run_1/wire_density.png
Drawn at 2 px/micron. The die is cut into 29 by 29 equal tiles; dark blue is low, red is high, scaled to the fullest tile. Values are wire area over tile area, all layers added.
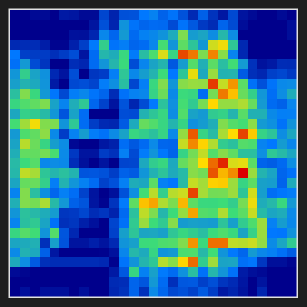
run_1/met3.png
Drawn at 3 px/micron.
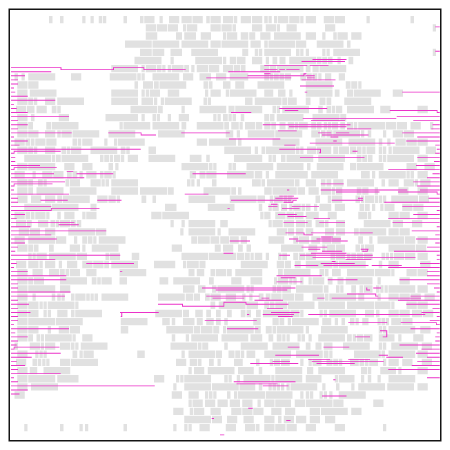
run_1/met2.png
Drawn at 3 px/micron.
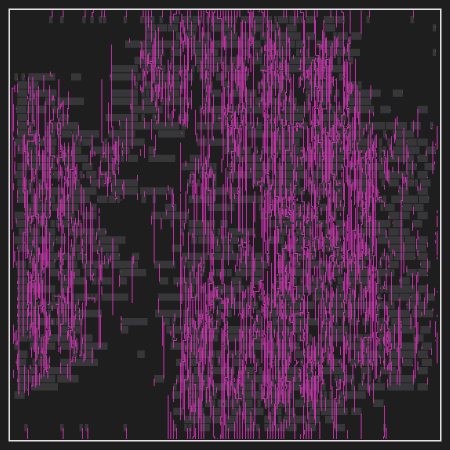
Design mem_stage_flat, sky130hd; sources not shown.
==> flow_metrics.py, run 1 <==
# Metrics from the implementation run
metrics = {
    "critical_path": {
        "worstPathMaxFanout": 15,
        "path_class": "input pin to primary output",
        "cp.required_ns": 4.29,
        "cpMostUsedCell": "clkdlybuf4s50_1",
    },
    "logic_synthesis": {
        "yosysTopAreaCellShare_pct": 45.6,
        "synth_area_leader_cell": "dfrtp_1",
        "yosys.cell_types.count": 55,
        "post-synth-top-count-cell": "nand2_1",
    },
    "final_timing": {
        "hold_ws_ns": 0.320,
        "setup_viol": 0,
        "finalClockPeriodUsage_pct": 74.1,
        "drv_slew": 0,
        "rsz0062_at_grt": "false",
        "tightest_slew_ns": 0.903,
        "setup_tns_ns": 0,
        "slew-limit-headroom_pct": 39.5,
        "clock.fmax_ghz": 0.243,
    },
    "die": {
        "coreArea_sq_um": 19500,
        "die_y_microns": 143,
        "die-area_sq_um": 20500,
    },
    "layout": {
        "fill_cells": 1712,
        "nets": 1213,
        "largest_register_ffs": 38,
    },
    "clock_tree": {
        "post_cts_resized": 0,
        "ctsHoldBuffers": 0,
        "worstSkewPairLatency_ns": 0.42,
        "cts.sinks": 160,
        "postCtsSetupRepairBufs": 0,
    },
    "run": {
        "drv_cap": 0,
    },
    "status": {
        "status": "complete, no violations",
    },
    "pwr": {
        "switchingPower_uw": 1300,
        "total_power_uw": 3920,
        "p_seq_share_pct": 39.5,
    },
    "drt": {
        "vias_per_cell": 5.47,
    },
    "hold_path": {
        "whs_path_depth": 2,
    },
    "placement": {
        "gp_congestion": 0.902,
    },
    "global_route": {
        "grt_pass1_vias": 7186,
    },
}
Notes on wire_density.png above:
fullest tile	0.67
mean over tiles	0.21
nearly empty tiles	12%
tiles over half the peak	20%
densest ninth of the die	middle right
final wirelength: 25,400 microns
Total GRT Usage: 25.7%

Notes on met3.png above:
share of all routed wire	10%
longest straight run	47.6 microns
nets with wire on the layer	235
wire length on this layer	2,650 microns
Vias: 7,539
grt met3 use: 7.00%

Notes on met2.png above:
wire length on this layer	11,900 microns
share of all routed wire	47%
main direction	vertical
nets with wire on the layer	1,025
longest straight run	64.3 microns
GR Util met2: 41.5%

## run 1: cell type report
type                    instances  area (sq um)  area share, %
repair buffers                235          2370           21.3
well taps                     265           332           2.97
clock inverters                14           141           1.27
flip-flops and latches        160          4010           35.9
clock buffers                  18           439           3.94
multi-input cells             672          3800           34.1
inverters                      15          62.6          0.561
## run 1: layer usage
layer	share of wire [%]	GRT usage, %
met5	0	0
met4	1.7	7.67
met3	10	7.00
met2	47	41.5
met1	41	33.6
## run 1: critical path, delay by kind of cell
kind | cells | cell delay, ns
buf+inv | 3 | 1.19
simple gates | 1 | 0.55
## run 1: placed cells by master (no fill, tap or decap), types with 4 or more instances in the layout
| master | n |
|---|---|
| a2111oi_0 | 4 |
| a21oi_1 | 27 |
| a221o_1 | 6 |
| a221oi_1 | 14 |
| a221oi_2 | 9 |
| a32oi_1 | 6 |
| and2_1 | 5 |
| buf_4 | 10 |
| clkbuf_16 | 17 |
| clkdlybuf4s50_1 | 219 |
| clkinv_2 | 5 |
| clkinvlp_4 | 5 |
| conb_1 | 35 |
| dfrtp_1 | 159 |
| inv_1 | 12 |
| mux2_2 | 24 |
| mux2i_1 | 33 |
| nand2_1 | 256 |
| nand2b_1 | 30 |
| nand3_1 | 8 |
| nor2_1 | 33 |
| nor2b_1 | 12 |
| nor3_1 | 15 |
| o211a_1 | 6 |
| o21ai_0 | 79 |
| o221ai_1 | 8 |
| o22ai_1 | 13 |
| o31ai_1 | 7 |
## run 1: cells by family (layout without fill, tap and decap cells)
group                  after synthesis  after routing  share of synthesized area [%]
and+or+nand+nor                    381            381                           19.0
AOI/OAI and AO/OA                  198            198                           15.5
buffers and inverters              184            282                           12.9
DFF                                160            160                           45.6
muxes                               58             58                           7.09
other                                1             35                         0.0427
## run 1: power groups by stage
| stage | clock network, uW | logic, uW | registers, uW |
|---|---|---|---|
| 2_1_floorplan | 0 | 811 | 1560 |
| 3_3_place_gp | 0 | 1180 | 1570 |
| 3_5_place_dp | 0 | 1210 | 1560 |
| 4_1_cts | 1170 | 1220 | 1550 |
| 5_1_grt | 1220 | 1320 | 1570 |
| 6_report | 1160 | 1220 | 1550 |
## run 1: through the flow
stage          cells  worst slack, ns  cell area, sq um
4_1_cts         1379             1.46             11200
2_1_floorplan   1016             2.26              8920
3_3_place_gp    1342             1.48             10500
5_1_grt         1379             1.38             11200
6_report        1379             1.44             11200
3_5_place_dp    1347             1.47             10600
run_1/pins.png
Drawn at 3 px/micron. Pins as bars across the die edge, other pins in grey.
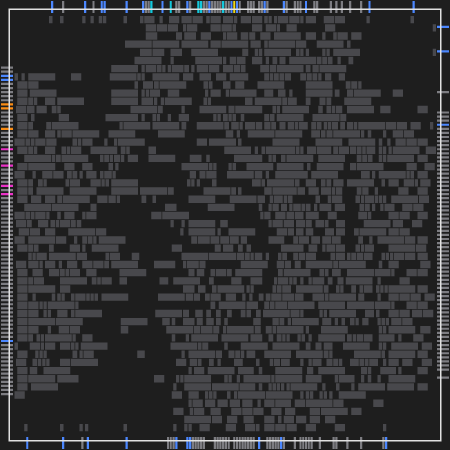

## Run 2: what changed since run 1
- CORE_UTILIZATION: 44 -> 48
- PLACE_DENSITY: 0.78 -> 0.81
- clock period: 5.55 -> 3.8 ns (I/O delays scaled with it)
run_2/pins.png
Drawn at 3 px/micron. Pins as bars across the die edge, other pins in grey.
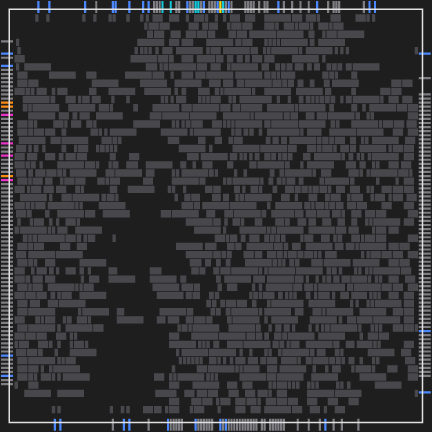
colour	port	pins	direction	edge
magenta	io_dmem_wstrb	4	output	left
orange	io_RWType	3	input	left
blue	io_misalign_addr	32	output	16 top, 9 bottom, 4 left, 3 right
cyan	io_rd_addr_out	5	output	top
yellow	io_stall_out	1	output	top
all pins by edge	82 left, 73 right, 52 top, 48 bottom
Die Span Y: 137 microns
PortBufs: 219
die x size: 137 microns

==> flow_metrics.py, run 2 <==
# Metrics from the implementation run
metrics = {
    "status": {
        "status": "complete, no violations",
    },
    "drt": {
        "dr_wl_met3_microns": 2830,
        "top_layer_used": "met5",
        "vias_per_cell": 5.63,
        "route.met2.wl_microns": 11900,
        "firstDrtPassIters": 5,
        "drt-met1-wl_microns": 9820,
    },
    "critical_path": {
        "critPathBufInv": 3,
        "worstPathMaxFanout": 6,
        "critPathTopFamily": "buffers and inverters",
        "cp.required_ns": 2.89,
        "path_class": "input pin to primary output",
        "cpMostUsedCell": "clkdlybuf4s50_1",
    },
    "final_timing": {
        "finalClockPeriodUsage_pct": 80.0,
        "drv_slew": 0,
        "hold_viol_final": 0,
        "setup_viol": 0,
        "tightest_slew_ns": 0.937,
        "setup_tns_ns": 0,
        "clock.fmax_ghz": 0.329,
        "rsz0062_at_grt": "false",
    },
    "clock_tree": {
        "postCtsSetupRepairBufs": 0,
        "cts.sinks": 160,
        "ctsHoldBuffers": 0,
        "clockRootBuffer": "clkbuf_16",
        "post_cts_resized": 0,
        "worstSkewPairLatency_ns": 0.43,
        "cts_made_buffers": 17,
    },
    "die": {
        "coreArea_sq_um": 18000,
        "die-area_sq_um": 18800,
    },
    "placement": {
        "gp_congestion": 0.950,
        "place_inst": 1317,
    },
    "logic_synthesis": {
        "yosys.cell_types.count": 55,
        "synth_flops": 160,
        "common_cells": "nand2_1 (257), dfrtp_1 (160), buf_4 (104)",
        "post-synth-top-count-cell": "nand2_1",
        "synth_area_leader_cell": "dfrtp_1",
        "edf_count": 0,
    },
    "hold_path": {
        "whs_path_depth": 2,
    },
    "pwr": {
        "total_power_uw": 5870,
    },
    "layout": {
        "lay_top_cells": "nand2_1 (256), clkdlybuf4s50_1 (219), dfrtp_1 (159)",
        "largest_register_ffs": 38,
        "nets": 1219,
        "final_cells": 1349,
    },
    "global_route": {
        "track_usage_pct": 27.7,
    },
    "run": {
        "drv_cap": 0,
    },
}
run_2/met3.png
Drawn at 3 px/micron.
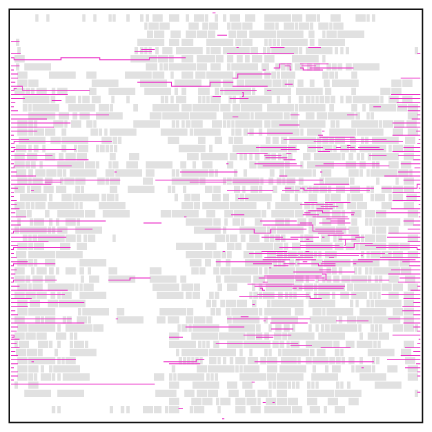
wire length on this layer	2,830 microns
longest straight run	55.7 microns
nets with wire on the layer	254
share of all routed wire	11%
Vias: 7,594
grt met3 use: 7.87%
final wirelength: 25,300 microns

## run 2: logic make-up after synthesis
group           after synthesis  share of synthesized area (%)
buf+inv                     184                           12.9
simple gates                381                           19.0
flops                       160                           45.6
mux                          58                           7.09
compound gates              198                           15.5
other cells                   1                         0.0427
## run 2: area by class of cell
| class | instances | area [sq um] | area share (%) |
|---|---|---|---|
| clock inverter | 13 | 175 | 1.57 |
| multi-input combinational | 672 | 3800 | 34.1 |
| clock buffer | 19 | 453 | 4.06 |
| tap | 229 | 287 | 2.57 |
| timing repair buffer | 241 | 2380 | 21.3 |
| sequential | 160 | 4010 | 35.9 |
| inverter | 15 | 62.6 | 0.560 |
## run 2: report_power, final
group          internal [uW]  switching (uW)
clock network           1080             743
logic                    826             951
registers               2020             253
total                   3930            1950
## run 2: layer usage
layer | track usage (%) | vias to the layer above
met5 | 0 | -
met4 | 12.4 | 2
met3 | 7.87 | 49
met2 | 44.4 | 479
met1 | 34.8 | 3589
li1 | - | 3475
## run 2: metrics by stage
stage          hold WS [ns]  area [sq um]  worst slack (ns)
6_report              0.323         11200             0.761
5_1_grt               0.344         11200             0.706
4_1_cts               0.324         11200             0.762
3_5_place_dp          0.307         10500             0.563
3_3_place_gp          0.303         10500             0.650
2_1_floorplan         0.288          8920             0.861
## run 2: worst min-delay path: cells and delay by family, from the launching register on
family           cells  cell delay (ns)
and+or+nand+nor      2             0.11
DFF                  1             0.34
No activity file was given, so power comes from the tool's default toggle rates.
